==> images/m1.png <==
Scale: 2 px per um. Supply wires on this layer in grey. Cells faint in the background.
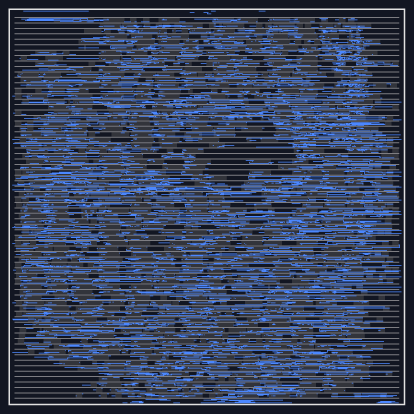
==> images/m2.png <==
Scale: 2 px per um.
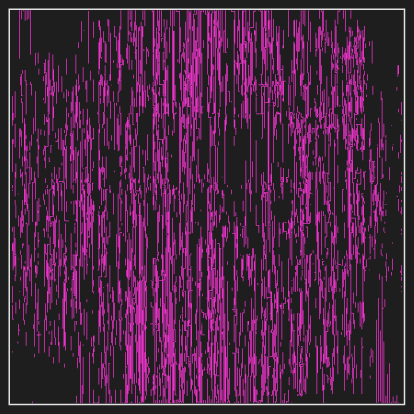
==> images/m3.png <==
Scale: 3 px per um. Cells faint in the background.
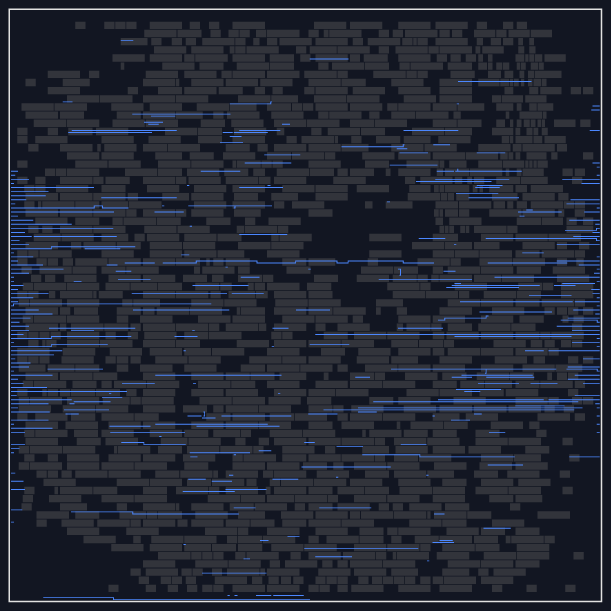
==> images/m4.png <==
Scale: 2 px per um. Supply wires on this layer in grey. Cells faint in the background.
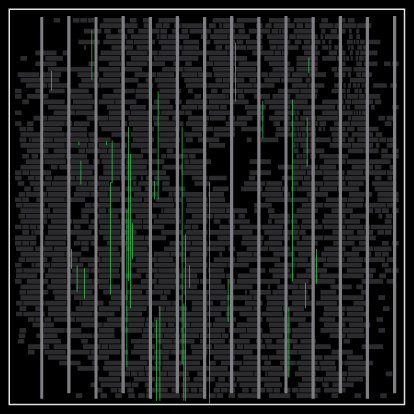
File: src/rtl/sort_pkg.sv
// Shared constants for the sorted-frame output serializer.
package sort_pkg;

    localparam int W_DATA = 8;
    localparam int NUM    = 32;
    localparam int IDX_W  = $clog2(NUM);

    // Output FSM state encoding.
    localparam logic [0:0] ST_IDLE = 1'b0;
    localparam logic [0:0] ST_SEND = 1'b1;

endpackage

File: src/rtl/sort_frame_slot.sv
// One frame register of the ping-pong buffer: parallel load, element read mux.
module sort_frame_slot #(
    parameter int W_DATA = sort_pkg::W_DATA,
    parameter int NUM    = sort_pkg::NUM,
    parameter int IDX_W  = $clog2(NUM)
) (
    input  logic                    clk,
    input  logic                    load,
    input  logic [NUM*W_DATA-1:0]   din,
    input  logic [IDX_W-1:0]        rd_idx,
    output logic [W_DATA-1:0]       rd_data
);

    logic [NUM*W_DATA-1:0] frame_q;

    // Capture a whole sorted frame when the parent selects this slot.
    // NOTE: the frame storage has no reset on purpose; the parent's full flags
    // say when its contents are meaningful, so reset would only add load.
    always_ff @(posedge clk) begin
        if (load) begin
            frame_q <= din;
        end
    end

    assign rd_data = frame_q[rd_idx*W_DATA +: W_DATA];

endmodule

File: src/rtl/sort_out_ser.sv
// Serializes complete sorted frames one element per transfer, with a two-slot
// ping-pong buffer so a new frame can arrive while the previous one drains.
module sort_out_ser
    import sort_pkg::*;
#(
    parameter int W_DATA = sort_pkg::W_DATA,
    parameter int NUM    = sort_pkg::NUM
) (
    input  logic                    clk,
    input  logic                    rst,
    input  logic                    vld_in,
    input  logic [NUM*W_DATA-1:0]   din,
    output logic                    dout_vld,
    input  logic                    dout_rdy,
    output logic [W_DATA-1:0]       dout,
    output logic [$clog2(NUM)-1:0]  dout_idx,
    output logic                    dout_last,
    output logic                    ovf,
    output logic [7:0]              drop_cnt,
    output logic                    busy
);

    localparam int                  IDX_BITS = $clog2(NUM);
    localparam logic [IDX_BITS-1:0] LAST_IDX = IDX_BITS'(NUM - 1);

    logic [0:0]          state, state_n;
    logic                wr_ptr, rd_ptr, rd_n;
    logic [1:0]          full, full_n;
    logic [IDX_BITS-1:0] idx;
    logic                ovf_q;
    logic [7:0]          drop_q;

    logic                xfer, last_xfer, accept, drop;
    logic [W_DATA-1:0]   slot0_rd, slot1_rd;

    assign xfer      = (state == ST_SEND) && dout_rdy;
    assign last_xfer = xfer && (idx == LAST_IDX);
    // A full buffer still takes a frame when the read slot empties this cycle;
    // in that case both pointers point at the slot being freed.
    assign accept    = vld_in && (!full[wr_ptr] || (last_xfer && (wr_ptr == rd_ptr)));
    assign drop      = vld_in && !accept;
    assign rd_n      = rd_ptr ^ last_xfer;

    // Next occupancy and next FSM state; SEND whenever the next read slot holds a frame.
    // NOTE: every combinational output gets a default first so no path leaves it
    // unassigned, which would otherwise infer a latch.
    always_comb begin
        full_n = full;
        if (last_xfer) begin
            full_n[rd_ptr] = 1'b0;
        end
        if (accept) begin
            full_n[wr_ptr] = 1'b1;
        end
        state_n = ST_IDLE;
        case (state)
            ST_IDLE: state_n = full_n[rd_n] ? ST_SEND : ST_IDLE;
            ST_SEND: state_n = full_n[rd_n] ? ST_SEND : ST_IDLE;
            default: state_n = ST_IDLE;
        endcase
    end

    // Pointers, full flags, FSM and element index; reset wins over everything.
    // NOTE: clocked state uses non-blocking assignments so every flop samples
    // the pre-edge values regardless of statement order.
    always_ff @(posedge clk) begin
        if (rst) begin
            state  <= ST_IDLE;
            wr_ptr <= 1'b0;
            rd_ptr <= 1'b0;
            full   <= 2'b00;
            idx    <= '0;
        end else begin
            state  <= state_n;
            wr_ptr <= wr_ptr ^ accept;
            rd_ptr <= rd_n;
            full   <= full_n;
            if (last_xfer) begin
                idx <= '0;
            end else if (xfer) begin
                idx <= idx + 1'b1;
            end
        end
    end

    // Overflow pulse and saturating dropped-frame counter.
    always_ff @(posedge clk) begin
        if (rst) begin
            ovf_q  <= 1'b0;
            drop_q <= 8'd0;
        end else begin
            ovf_q <= drop;
            if (drop && (drop_q != 8'hFF)) begin
                drop_q <= drop_q + 8'd1;
            end
        end
    end

    sort_frame_slot #(
        .W_DATA (W_DATA),
        .NUM    (NUM),
        .IDX_W  (IDX_BITS)
    ) u_slot0 (
        .clk     (clk),
        .load    (accept && !rst && !wr_ptr),
        .din     (din),
        .rd_idx  (idx),
        .rd_data (slot0_rd)
    );

    sort_frame_slot #(
        .W_DATA (W_DATA),
        .NUM    (NUM),
        .IDX_W  (IDX_BITS)
    ) u_slot1 (
        .clk     (clk),
        .load    (accept && !rst && wr_ptr),
        .din     (din),
        .rd_idx  (idx),
        .rd_data (slot1_rd)
    );

    assign dout_vld  = (state == ST_SEND);
    assign dout      = dout_vld ? (rd_ptr ? slot1_rd : slot0_rd) : '0;
    assign dout_idx  = idx;
    assign dout_last = dout_vld && (idx == LAST_IDX);
    assign ovf       = ovf_q;
    assign drop_cnt  = drop_q;
    assign busy      = |full;

endmodule

File: config.mk
export PLATFORM = sky130hd
export DESIGN_NAME = sort_out_ser
export DESIGN_NICKNAME = d
export VERILOG_FILES = /design/src/rtl/sort_pkg.sv /design/src/rtl/sort_frame_slot.sv /design/src/rtl/sort_out_ser.sv
export SDC_FILE = /design/constraint.sdc
export NUM_CORES = 1
export LEC_CHECK = 0
export CORE_MARGIN = 2
export CORE_UTILIZATION = 55
export DETAILED_ROUTE_END_ITERATION = 8
export PLACE_DENSITY = 0.8
export SLEW_MARGIN = 10
export SYNTH_ARGS = -nofsm -noshare
export SYNTH_HDL_FRONTEND = slang
export SYNTH_HIERARCHICAL = 1
export SYNTH_SLANG_ARGS = --single-unit
File: constraint.sdc
create_clock -name clk -period 26.2 [get_ports clk]
set_clock_uncertainty 0.15 [all_clocks]
set_input_delay 7.86 -clock clk [delete_from_list [all_inputs] [get_ports clk]]
set_output_delay 7.86 -clock clk [all_outputs]
set_load 0.1 [all_outputs]
==> flow_results.xml <==
<?xml version="1.0" encoding="UTF-8"?>
<metrics>
  <group name="synthesis">
    <metric name="ys_seq_share" unit="%">77.00</metric>
    <metric name="yosysMostFrequentCell" unit="">sky130_fd_sc_hd__edfxtp_1</metric>
    <metric name="number_of_standard_cells_reported_by_yosys" unit="">855</metric>
    <metric name="syn_inst" unit="">855</metric>
    <metric name="area_leaders" unit="">sky130_fd_sc_hd__edfxtp_1, sky130_fd_sc_hd__mux4_2, sky130_fd_sc_hd__dfxtp_1</metric>
    <metric name="syn-mean-instance-area" unit="um^2">23.93</metric>
    <metric name="share_of_async_settable_or_async_resettable_flops_after_synthesis" unit="%">0</metric>
    <metric name="synth.largest_area_cell" unit="">sky130_fd_sc_hd__edfxtp_1</metric>
    <metric name="synth-edff-count" unit="">512</metric>
    <metric name="synth_flop_count" unit="">531</metric>
    <metric name="synth.top_cells.by_count" unit="">sky130_fd_sc_hd__edfxtp_1, sky130_fd_sc_hd__mux4_2, sky130_fd_sc_hd__dfxtp_1</metric>
  </group>
  <group name="clocking">
    <metric name="h-tree-depth" unit="">2</metric>
    <metric name="cts_resized" unit="">0</metric>
    <metric name="cts_tree" unit="">done</metric>
    <metric name="cts_sinks" unit="">531</metric>
    <metric name="ctsLongestPathBuffers" unit="">3</metric>
  </group>
  <group name="pwr">
    <metric name="vdd_drop_max" unit="uV">91.03</metric>
    <metric name="power.leakage" unit="uW">0.007882</metric>
    <metric name="total_power" unit="uW">1839</metric>
    <metric name="cellPowerDensity" unit="mW/mm^2">72.22</metric>
  </group>
  <group name="final_layout">
    <metric name="final.fill_count" unit="">2233</metric>
    <metric name="layout.cells.most_common_list" unit="">sky130_fd_sc_hd__edfxtp_1, sky130_fd_sc_hd__clkdlybuf4s50_1, sky130_fd_sc_hd__mux4_2</metric>
    <metric name="layout_top_cell_excl_fill_tap" unit="">sky130_fd_sc_hd__edfxtp_1</metric>
    <metric name="fin_nets" unit="">1420</metric>
    <metric name="fin_cells" unit="">1669</metric>
    <metric name="stdcell_area" unit="mm^2">0.02547</metric>
  </group>
  <group name="final_timing">
    <metric name="final_critical_path_setup_slack" unit="ns">13.19</metric>
    <metric name="finalSetupViolCount" unit="">0</metric>
    <metric name="final.min_clock_period" unit="ns">13.01</metric>
    <metric name="layout_worst_path_cycle_share" unit="%">49.66</metric>
    <metric name="grt_setup_unrepaired" unit="">false</metric>
    <metric name="timing_hold_violations_final" unit="">0</metric>
    <metric name="max_slew_margin" unit="%">24.49</metric>
    <metric name="setup_total_negative_slack" unit="ns">0</metric>
    <metric name="drv_slew" unit="">0</metric>
  </group>
  <group name="run_status">
    <metric name="status" unit="">finished clean</metric>
  </group>
  <group name="critical_path">
    <metric name="critical-path-top-delay-family" unit="">buffers and inverters</metric>
    <metric name="timing.critical_path.to_type" unit="">primary output</metric>
    <metric name="cp_cell_sequence" unit="">buf_4 &gt; mux4_2 &gt; mux4_2 &gt; mux2_2 &gt; mux2i_1 &gt; nor2b_1 &gt; clkdlybuf4s50_1</metric>
    <metric name="crit_path_frequent_cell" unit="">sky130_fd_sc_hd__mux4_2</metric>
    <metric name="worst_r2r_startpoint" unit="">dout_idx[1]</metric>
    <metric name="critical_path_arrival" unit="ns">5.00</metric>
    <metric name="r2r.worst_path.cells" unit="">8</metric>
    <metric name="start_kind" unit="">flip-flop</metric>
    <metric name="r2r_end" unit="">u_slot0/frame_q[88]</metric>
    <metric name="path_max_fanout" unit="">68</metric>
  </group>
  <group name="global_routing">
    <metric name="antenna_violations_before_repair" unit="">6</metric>
    <metric name="grt_pass1_vias" unit="">10713</metric>
    <metric name="grt-busiest-layer" unit="">met2</metric>
  </group>
  <group name="floorplan">
    <metric name="floorplanUtilization" unit="%">55.89</metric>
    <metric name="die_height" unit="um">196.9</metric>
    <metric name="num_rows" unit="">70</metric>
    <metric name="design.die.area" unit="mm^2">0.03876</metric>
    <metric name="core_area" unit="mm^2">0.03661</metric>
  </group>
  <group name="detailed_routing">
    <metric name="ant_nets" unit="">0</metric>
    <metric name="detail_route.wl_per_cell" unit="um">27.64</metric>
    <metric name="via_per_inst" unit="">5.980</metric>
  </group>
  <group name="place">
    <metric name="dp_worst_setup_slack" unit="ns">13.73</metric>
    <metric name="place_area" unit="mm^2">0.02378</metric>
    <metric name="gp_congestion" unit="">0.7624</metric>
    <metric name="buffer_ports.inserted" unit="">284</metric>
  </group>
</metrics>
Notes on m1.png above:
wire length on this layer = 18,000 um
main direction = horizontal
nets with wire on the layer = 1,324
longest straight run = 86.0 um
share of all routed wire = 39%

Notes on m2.png above:
longest straight run = 110 um
wire length on this layer = 23.3 mm

Notes on m3.png above:
wire length on this layer = 3,630 um
share of all routed wire = 7.9%

Notes on m4.png above:
nets with wire on the layer = 18
share of all routed wire = 2.6%
longest straight run = 118 um

==> area by class of cell <==
| type | count | area, um^2 | area share (%) |
|---|---|---|---|
| Sequential cell | 531 | 15770 | 61.92 |
| Multi-Input combinational cell | 275 | 4474 | 17.57 |
| Timing Repair Buffer | 293 | 2935 | 11.53 |
| Clock buffer | 64 | 1389 | 5.454 |
| Tap cell | 468 | 585.6 | 2.299 |
| Clock inverter | 30 | 289.0 | 1.135 |
| Inverter | 4 | 15.01 | 0.05896 |
| Antenna cell | 4 | 10.01 | 0.03931 |
==> sequential cells by signal, summed over array words and instances (netlist names) <==
signal,count
drop_cnt,8
dout_idx,5
dout_vld,1
ovf,1
wr_ptr,1
rd_ptr,1
u_slot1/frame_q,256
full,2
u_slot0/frame_q,256
==> cells by family after synthesis <==
group                    synth area share [%]
XOR/XNOR                               0.1223
multiplexers                            19.00
adder cells (fa/ha/maj)                0.1835
AND-OR/OR-AND                           1.137
flip-flops                              77.00
buffers and inverters                   1.247
AND/OR/NAND/NOR                         1.309
==> how the worst max path moves through the flow <==
stage,cells after the start,from,endpoint
after floorplan,3,dout_rdy,u_slot1/frame_q[0]
after detailed placement,7,dout_idx[2],dout[1]
after global routing,7,dout_idx[2],dout[1]
final,7,dout_idx[2],dout[1]
after global placement,7,dout_idx[2],dout[1]
after CTS,7,dout_idx[2],dout[1]
==> power breakdown <==
group / internal, uW / switching [uW]
Combinational: 69.4 / 61.8
Clock: 425 / 307
Sequential: 964 / 11.8
==> per-layer routing <==
layer	part of all wire [%]	vias up
met5	0.059	-
met4	2.6	4
met3	7.9	69
met2	51	440
met1	39	5175
li1	-	4293
==> tightest hold or removal path, delay by kind of cell (launching register included) <==
family | cells | cell delay (ns)
flops | 1 | 0.33
compound gates | 2 | 0.13
Power figures rest on the tool's default switching activity, not on a simulated workload.
